==> config.mk <==
export PLATFORM = sky130hd
export DESIGN_NAME = seg595_scan_driver
export DESIGN_NICKNAME = d
export VERILOG_FILES = /design/src/rtl/seg595_scan_driver.sv
export SDC_FILE = /design/constraint.sdc
export NUM_CORES = 1
export LEC_CHECK = 0
export ABC_AREA = 1
export CAP_MARGIN = 40
export CELL_PAD_IN_SITES_DETAIL_PLACEMENT = 2
export CELL_PAD_IN_SITES_GLOBAL_PLACEMENT = 2
export CORE_ASPECT_RATIO = 1.75
export CORE_MARGIN = 1
export CORE_UTILIZATION = 28
export DETAILED_ROUTE_END_ITERATION = 16
export GPL_ROUTABILITY_DRIVEN = 0
export PLACE_DENSITY_LB_ADDON = 0.2
export SLEW_MARGIN = 20
export SYNTH_ARGS = -nofsm -noshare
export SYNTH_HDL_FRONTEND = slang
export SYNTH_SLANG_ARGS = --single-unit
==> constraint.sdc <==
create_clock -name clk -period 2.68 [get_ports clk]
set_clock_uncertainty 0.1 [all_clocks]
set_input_delay 0.804 -clock clk [delete_from_list [all_inputs] [get_ports clk]]
set_output_delay 0.804 -clock clk [all_outputs]
set_load 0.02 [all_outputs]
==> src/rtl/seg595_scan_driver.sv <==
// seg595_scan_driver: hex 7-segment scan driver feeding a 74HC595 chain.
// Define SEG595_LZB_EN to enable leading-zero blanking.
module seg595_scan_driver #(
    parameter int DIGITS = 8,
    parameter int CLK_DIV = 2,
    parameter bit SEG_ACTIVE_LOW = 1'b1,
    parameter bit SEL_ACTIVE_LOW = 1'b0,
    localparam int W = 8 + DIGITS,
    localparam int IW = (DIGITS > 1) ? $clog2(DIGITS) : 1
) (
    input  logic                clk,
    input  logic                rst,
    input  logic                enable,
    input  logic [4*DIGITS-1:0] data,
    input  logic [DIGITS-1:0]   dp,
    input  logic [DIGITS-1:0]   blank,
    output logic                lock595,
    output logic                out595,
    output logic                clk595,
    output logic                frame_done,
    output logic [IW-1:0]       digit_idx
);

    localparam int PW = $clog2(2 * CLK_DIV + 1);
    localparam int BW = $clog2(W + 1);
    localparam logic [PW-1:0] PH_LAST = PW'(2 * CLK_DIV - 1);
    localparam logic [PW-1:0] PH_HI = PW'(CLK_DIV);
    localparam logic [BW-1:0] BIT_LAST = BW'(W - 1);
    localparam logic [IW-1:0] IDX_LAST = IW'(DIGITS - 1);

    typedef enum logic [1:0] {IDLE, LOAD, SHIFT, LATCH} state_t;

    state_t              state;
    logic [PW-1:0]       ph;
    logic [PW-1:0]       ph_nx;
    logic [BW-1:0]       bit_cnt;
    logic [W-1:0]        shreg;
    logic [4*DIGITS-1:0] sh_data;
    logic [DIGITS-1:0]   sh_dp;
    logic [DIGITS-1:0]   sh_blank;

    logic [4*DIGITS-1:0] src_data;
    logic [DIGITS-1:0]   src_dp;
    logic [DIGITS-1:0]   src_blank;
    logic [DIGITS-1:0]   lz;
    logic [3:0]          nib;
    logic [7:0]          seg;
    logic [DIGITS-1:0]   sel;
    logic [W-1:0]        word;

    function automatic logic [6:0] hex7(input logic [3:0] n);
        case (n)
            4'h0: return 7'h3F;
            4'h1: return 7'h06;
            4'h2: return 7'h5B;
            4'h3: return 7'h4F;
            4'h4: return 7'h66;
            4'h5: return 7'h6D;
            4'h6: return 7'h7D;
            4'h7: return 7'h07;
            4'h8: return 7'h7F;
            4'h9: return 7'h6F;
            4'hA: return 7'h77;
            4'hB: return 7'h7C;
            4'hC: return 7'h39;
            4'hD: return 7'h5E;
            4'hE: return 7'h79;
            default: return 7'h71;
        endcase
    endfunction

    assign ph_nx = ph + PW'(1);

    // Digit 0 builds straight from the inputs it is about to shadow.
    always_comb begin
        src_data  = (digit_idx == '0) ? data : sh_data;
        src_dp    = (digit_idx == '0) ? dp : sh_dp;
        src_blank = (digit_idx == '0) ? blank : sh_blank;
        lz = '0;
`ifdef SEG595_LZB_EN
        begin : lzb
            logic run;
            run = 1'b1;
            for (int i = DIGITS - 1; i > 0; i--) begin
                run = run && (src_data[4*i +: 4] == 4'h0);
                lz[i] = run;
            end
        end
`endif
        nib = src_data[4*digit_idx +: 4];
        seg = {src_dp[digit_idx], hex7(nib)};
        if (lz[digit_idx]) seg[6:0] = '0;
        if (src_blank[digit_idx]) seg = '0;
        if (SEG_ACTIVE_LOW) seg = ~seg;
        sel = DIGITS'(1) << digit_idx;
        if (SEL_ACTIVE_LOW) sel = ~sel;
        word = {seg, sel};
    end

    always_ff @(posedge clk) begin
        if (!rst) begin
            state      <= IDLE;
            lock595    <= 1'b0;
            out595     <= 1'b0;
            clk595     <= 1'b0;
            frame_done <= 1'b0;
            digit_idx  <= '0;
            ph         <= '0;
            bit_cnt    <= '0;
            shreg      <= '0;
            sh_data    <= '0;
            sh_dp      <= '0;
            sh_blank   <= '0;
        end else begin
            frame_done <= 1'b0;
            unique case (state)
                IDLE: begin
                    lock595 <= 1'b0;
                    out595  <= 1'b0;
                    clk595  <= 1'b0;
                    if (enable) state <= LOAD;
                end
                LOAD: begin
                    if (digit_idx == '0) begin
                        sh_data  <= data;
                        sh_dp    <= dp;
                        sh_blank <= blank;
                    end
                    shreg   <= word;
                    out595  <= word[W-1];
                    clk595  <= 1'b0;
                    ph      <= '0;
                    bit_cnt <= '0;
                    state   <= SHIFT;
                end
                SHIFT: begin
                    if (ph == PH_LAST) begin
                        ph     <= '0;
                        clk595 <= 1'b0;
                        if (bit_cnt == BIT_LAST) begin
                            lock595 <= 1'b1;
                            state   <= LATCH;
                        end else begin
                            bit_cnt <= bit_cnt + 1'b1;
                            shreg   <= {shreg[W-2:0], 1'b0};
                            out595  <= shreg[W-2];
                        end
                    end else begin
                        ph     <= ph_nx;
                        clk595 <= (ph_nx >= PH_HI);
                    end
                end
                LATCH: begin
                    if (ph == PH_LAST) begin
                        ph         <= '0;
                        lock595    <= 1'b0;
                        frame_done <= (digit_idx == IDX_LAST);
                        digit_idx  <= (digit_idx == IDX_LAST) ? '0
                                      : digit_idx + 1'b1;
                        if (enable) begin
                            state <= LOAD;
                        end else begin
                            state  <= IDLE;
                            out595 <= 1'b0;
                        end
                    end else begin
                        ph      <= ph_nx;
                        lock595 <= (ph_nx < PH_HI);
                    end
                end
                default: state <= IDLE;
            endcase
        end
    end

endmodule
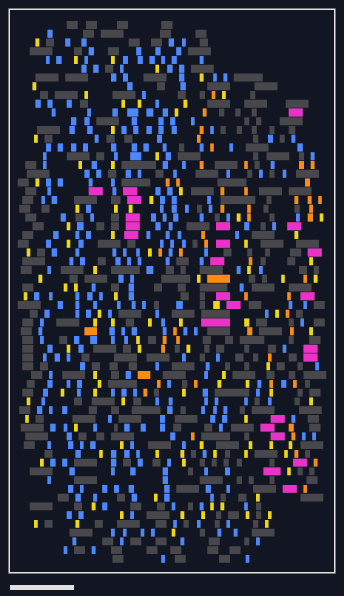
Run 1: gate families picked out
Bar = 20 um.
color	family	cells
yellow	inverters	100
orange	NOR gates	52
magenta	adder and majority cells	24
blue	NAND gates	309

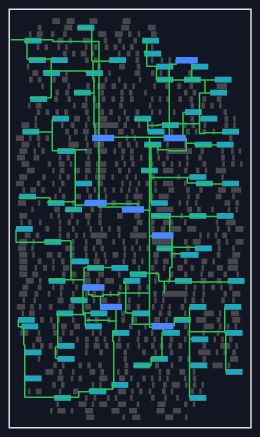
Run 1: clock network drawn from the DEF
[blue] cells driving clock nets | count: 9
[green] clock wires | length: 1380 um
[cyan] flip-flops | count: 80
flops lie	spread over the die
routed clock nets	10

==> results.toml, run 1 <==
# generated from flow reports
[route]
drc_errors = 0
ant_nets = 0
vias = 5115
wl_met1_um = 7040

[final_layout]
seq_cell_count = 80
seq_share_pct = 26.5
clock_area_share_pct = 5.53
layout_top_cell = "nand2_1"
buffers = 88
n_clock_buffer = 10
seq_area_um2 = 1610
area_growth_pct = 27.2
mi_logic_area_um2 = 2630
antenna_cells = 0
stdcell_count = 1016

[grt]
overflow = 0
antenna_found_initial = 0
grt_pass1_vias = 5628
grt_max_degree = 55
globalRouteMet3Util_pct = 2.36
global_route.usage.met2_pct = 42.0

[timing]
slew_violations = 0
hold_viol = 0
fin_ws_ns = 0.125

[die]
die_area_um2 = 17600
die_w_um = 101
fp_util_pct = 28.9

[synth]
fp_nets = 807
yosysUniqueCellTypes = 24
synthTopCellsByArea = "dfxtp_1, nand3_1, nand2_1"
ys_chip_area_um2 = 4770
avgSynthCellArea_um2 = 6.52

[clock_network]
post_cts_buffers = 0

[worst_hold_path]
min_from = "shreg[9]"
worstHoldEndpoint = "shreg[9]"

[placed_design]
dp.cells = 994
dp_hpwl_um = 12200

[power_and_ir_drop]
power.share.clock_pct = 30.4
p_sw_share_pct = 35.5
total_power_w = 0.00474

[run]
openroad.warnings = 42

[status]
outcome = "complete, no violations"

[critical_path]
cp_max_fo = 27
reg2reg_from = "digit_idx[1]"
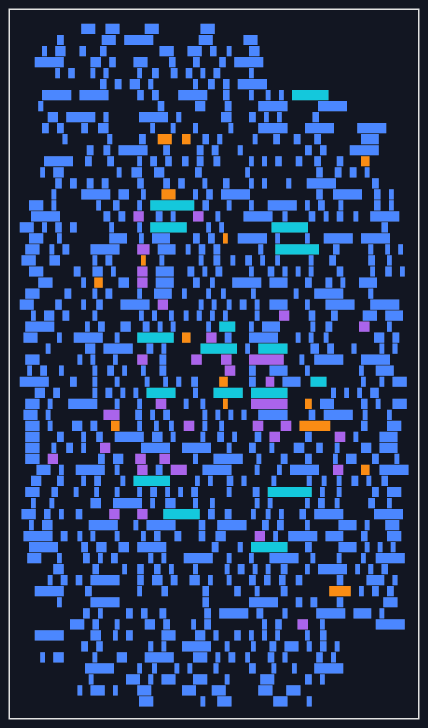
Run 1: drive-strength map
color	size	cells
orange	drive 2	15
blue	drive 1 or less	726
cyan	drive 6 and up	17
purple	drive 3 to 4	34

-- run 1: logic make-up (layout without fill, tap and decap cells) --
| group | after synthesis | after routing | synth area share, % |
|---|---|---|---|
| simple gates | 361 | 363 | 33.0 |
| flops | 80 | 80 | 33.6 |
| fa+ha+maj | 24 | 24 | 6.29 |
| buf+inv | 145 | 203 | 12.2 |
| compound gates | 122 | 122 | 15.0 |
-- run 1: power by group through the flow --
stage,combinational (W),clock (W),sequential [W]
after global routing,0.00169,0.00154,0.00187
after CTS,0.00151,0.00149,0.00183
after global placement,0.00139,0,0.00181
after detailed placement,0.00148,0,0.00185
after floorplan,0.00103,0,0.00178
final,0.00147,0.00144,0.00182
-- run 1: sequential cells by signal, indices dropped and copies added, names as in the netlist, 2 cells and up --
register,flops
shreg,15
digit_idx,3
bit_cnt,5
sh_blank,8
sh_data,32
sh_dp,8
ph,3
state,2
-- run 1: synthesized netlist by cell type --
cell type,number
clkbuf_1,22
a211oi_1,2
a21oi_1,44
nor3_1,5
clkinv_1,1
nor2_8,1
ha_1,24
buf_2,11
nand3_1,136
o21bai_1,1
nand3_2,2
a31oi_1,2
nor2_1,44
nand2_1,168
inv_2,3
nand2_2,3
o21ai_0,35
buf_1,8
dfxtp_1,80
or2_2,2
buf_6,2
buf_4,2
inv_1,96
o211ai_1,38
-- run 1: how the worst max path moves through the flow --
stage / startpoint / to / slack, ns
floorplan: digit_idx[0] / shreg[8] / 0.04
global placement: data[28] / shreg[11] / -0.12
detailed placement: data[29] / shreg[11] / -0.20
CTS: digit_idx[1] / shreg[10] / 0.0003
global route: digit_idx[1] / shreg[8] / -0.04
finish: digit_idx[0] / digit_idx[0] / 0.12
-- run 1: critical path, delay by kind of cell (launching register included) --
kind | cells | cell delay (ns)
buf+inv | 2 | 0.96
flops | 1 | 0.35
==> run 1 -> run 2 <==
--- a/config.mk
+++ b/config.mk
@@ -14,6 +14,7 @@
 export CORE_UTILIZATION = 28
 export DETAILED_ROUTE_END_ITERATION = 16
 export GPL_ROUTABILITY_DRIVEN = 0
+export GPL_TIMING_DRIVEN = 0
 export PLACE_DENSITY_LB_ADDON = 0.2
 export SLEW_MARGIN = 20
 export SYNTH_ARGS = -nofsm -noshare
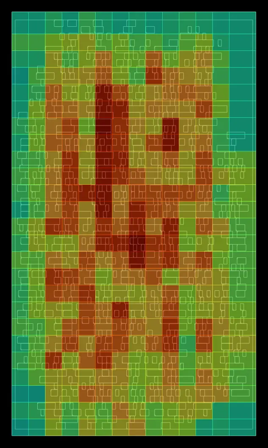
Run 2: routing congestion
GR Util met1: 22.0%
grt met2 use: 46.4%
GRT Resource Usage Total: 23.1%

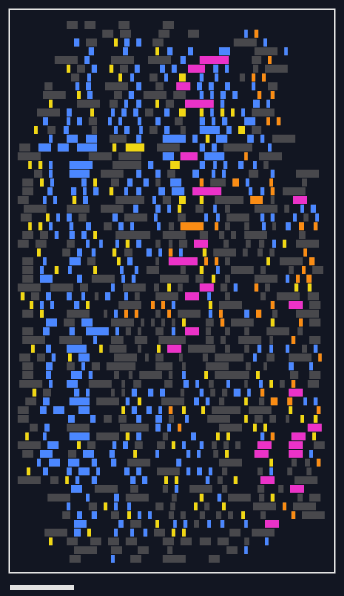
Run 2: gate families picked out
Bar = 20 um.
color	family	cells
magenta	adder and majority cells	24
orange	NOR gates	50
yellow	inverters	100
blue	NAND gates	309

==> run 2 against run 1 <==
Count of clock-buffer cells in the layout did not move. Cell area rose by 8.1%. Maximum frequency fell by 2.5%. Worst hold slack got worse by 0.0012 ns. Non-clock buffer count rose by 28. Cell count rose by 2.5%. Sequential power barely moved. Critical path depth rose by 17. Highest routed layer unchanged.
==> results.toml, run 2 <==
# generated from flow reports
[status]
outcome = "complete, no violations"

[final_layout]
mi_logic_area_um2 = 2970
antenna_cells = 0
stdcell_count = 1041
nNetsFinal = 889
largest_register_ffs = 32
area_growth_pct = 37.5
seq_area_um2 = 1610
reg.largest.list = "sh_data x32, shreg x15"

[synth]
async_flop_share_pct = 0
ys_sh_adder_pct = 6.29
synth-main-ff-cell = "dfxtp_1"
synth-edff-count = 0
logic_family = "simple AND/OR/NAND/NOR gates"
synth_top_cell_by_count = "nand2_1"
ys_chip_area_um2 = 4770
ys_sh_simple_pct = 33.0
yosys_register_bits = 80
synthTopCellsByArea = "dfxtp_1, nand3_1, nand2_1"
mux_share_pct = 0
fp_nets = 807
synth-xor-area-share_pct = 0

[run]
openroad.warnings = 43

[critical_path]
cp_max_fo = 7
path_buffers = 5
crit_family = "simple AND/OR/NAND/NOR gates"

[power_and_ir_drop]
vdd_drop_max_uv = 300
total_power_w = 0.00483
power.share.clock_pct = 27.8
p_sw_share_pct = 37.8

[grt]
grt_max_degree = 13
globalRouteMet3Util_pct = 2.92
antenna_found_initial = 0
overflow = 0

[route]
ant_nets = 0
wl_met1_um = 7270
drc_errors = 0
vias = 5343

[placed_design]
dp.cells = 1013
dp_hpwl_um = 14300

[die]
fp_util_pct = 28.9
die_w_um = 101
die_area_um2 = 17600

[timing]
fin_ws_ns = 0.0593
hold_viol = 0
slew_violations = 0

[clock_network]
clk_pin_slew_ns = 0.06
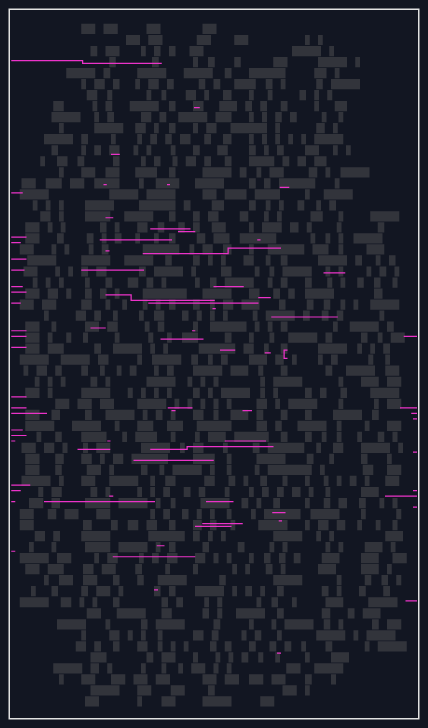
Run 2: metal 3
Cells faint in the background.
main direction	horizontal
longest straight run	27.1 um

[run 2: path summary, 6_finish.rpt]
| check | start | to | slack [ns] | cells after the start |
|---|---|---|---|---|
| hold / removal | out595 | out595 | 0.37 | 2 |
| hold reg to reg | out595 | out595 | 0.37 | 2 |
| setup / recovery | digit_idx[1] | shreg[9] | 0.06 | 19 |
| setup reg to reg | digit_idx[1] | shreg[9] | 0.06 | 19 |
[run 2: power by group through the flow]
| stage | registers (W) | clock network, W | logic [W] |
|---|---|---|---|
| final | 0.00182 | 0.00134 | 0.00166 |
| after global routing | 0.00186 | 0.00142 | 0.00186 |
| after CTS | 0.00182 | 0.00137 | 0.00161 |
| after detailed placement | 0.00184 | 0 | 0.00158 |
| after global placement | 0.00181 | 0 | 0.00148 |
| after floorplan | 0.00178 | 0 | 0.00103 |
[run 2: stage by stage]
stage | TNS (ns) | hold slack [ns]
finish | 0 | 0.371
global route | -0.0844 | 0.398
CTS | -0.00289 | 0.373
detailed placement | -9.64 | 0.365
global placement | -6.70 | 0.354
floorplan | 0 | 0.345
[run 2: cell families after synthesis]
kind of cell / after synthesis
fa+ha+maj: 24
simple gates: 361
compound gates: 122
buf+inv: 145
flops: 80
[run 2: layout make-up]
class	instances	share of cell area, %
Inverter	100	6.14
Buffer	42	4.37
Multi-Input combinational cell	507	45.2
Sequential cell	80	24.5
Clock inverter	4	1.07
Tap cell	224	4.27
Clock buffer	10	3.64
Timing Repair Buffer	74	10.8
[run 2: what timing repair did]
item | 4_1_cts | 5_1_grt
pin swaps | 16 | 18
endpoints found under the setup margin | 8 | 21
setup buffers | 11 | 6
gates resized | 70 | 58
gates cloned | 0 | 0
Power is estimated from default activity; no workload was simulated.
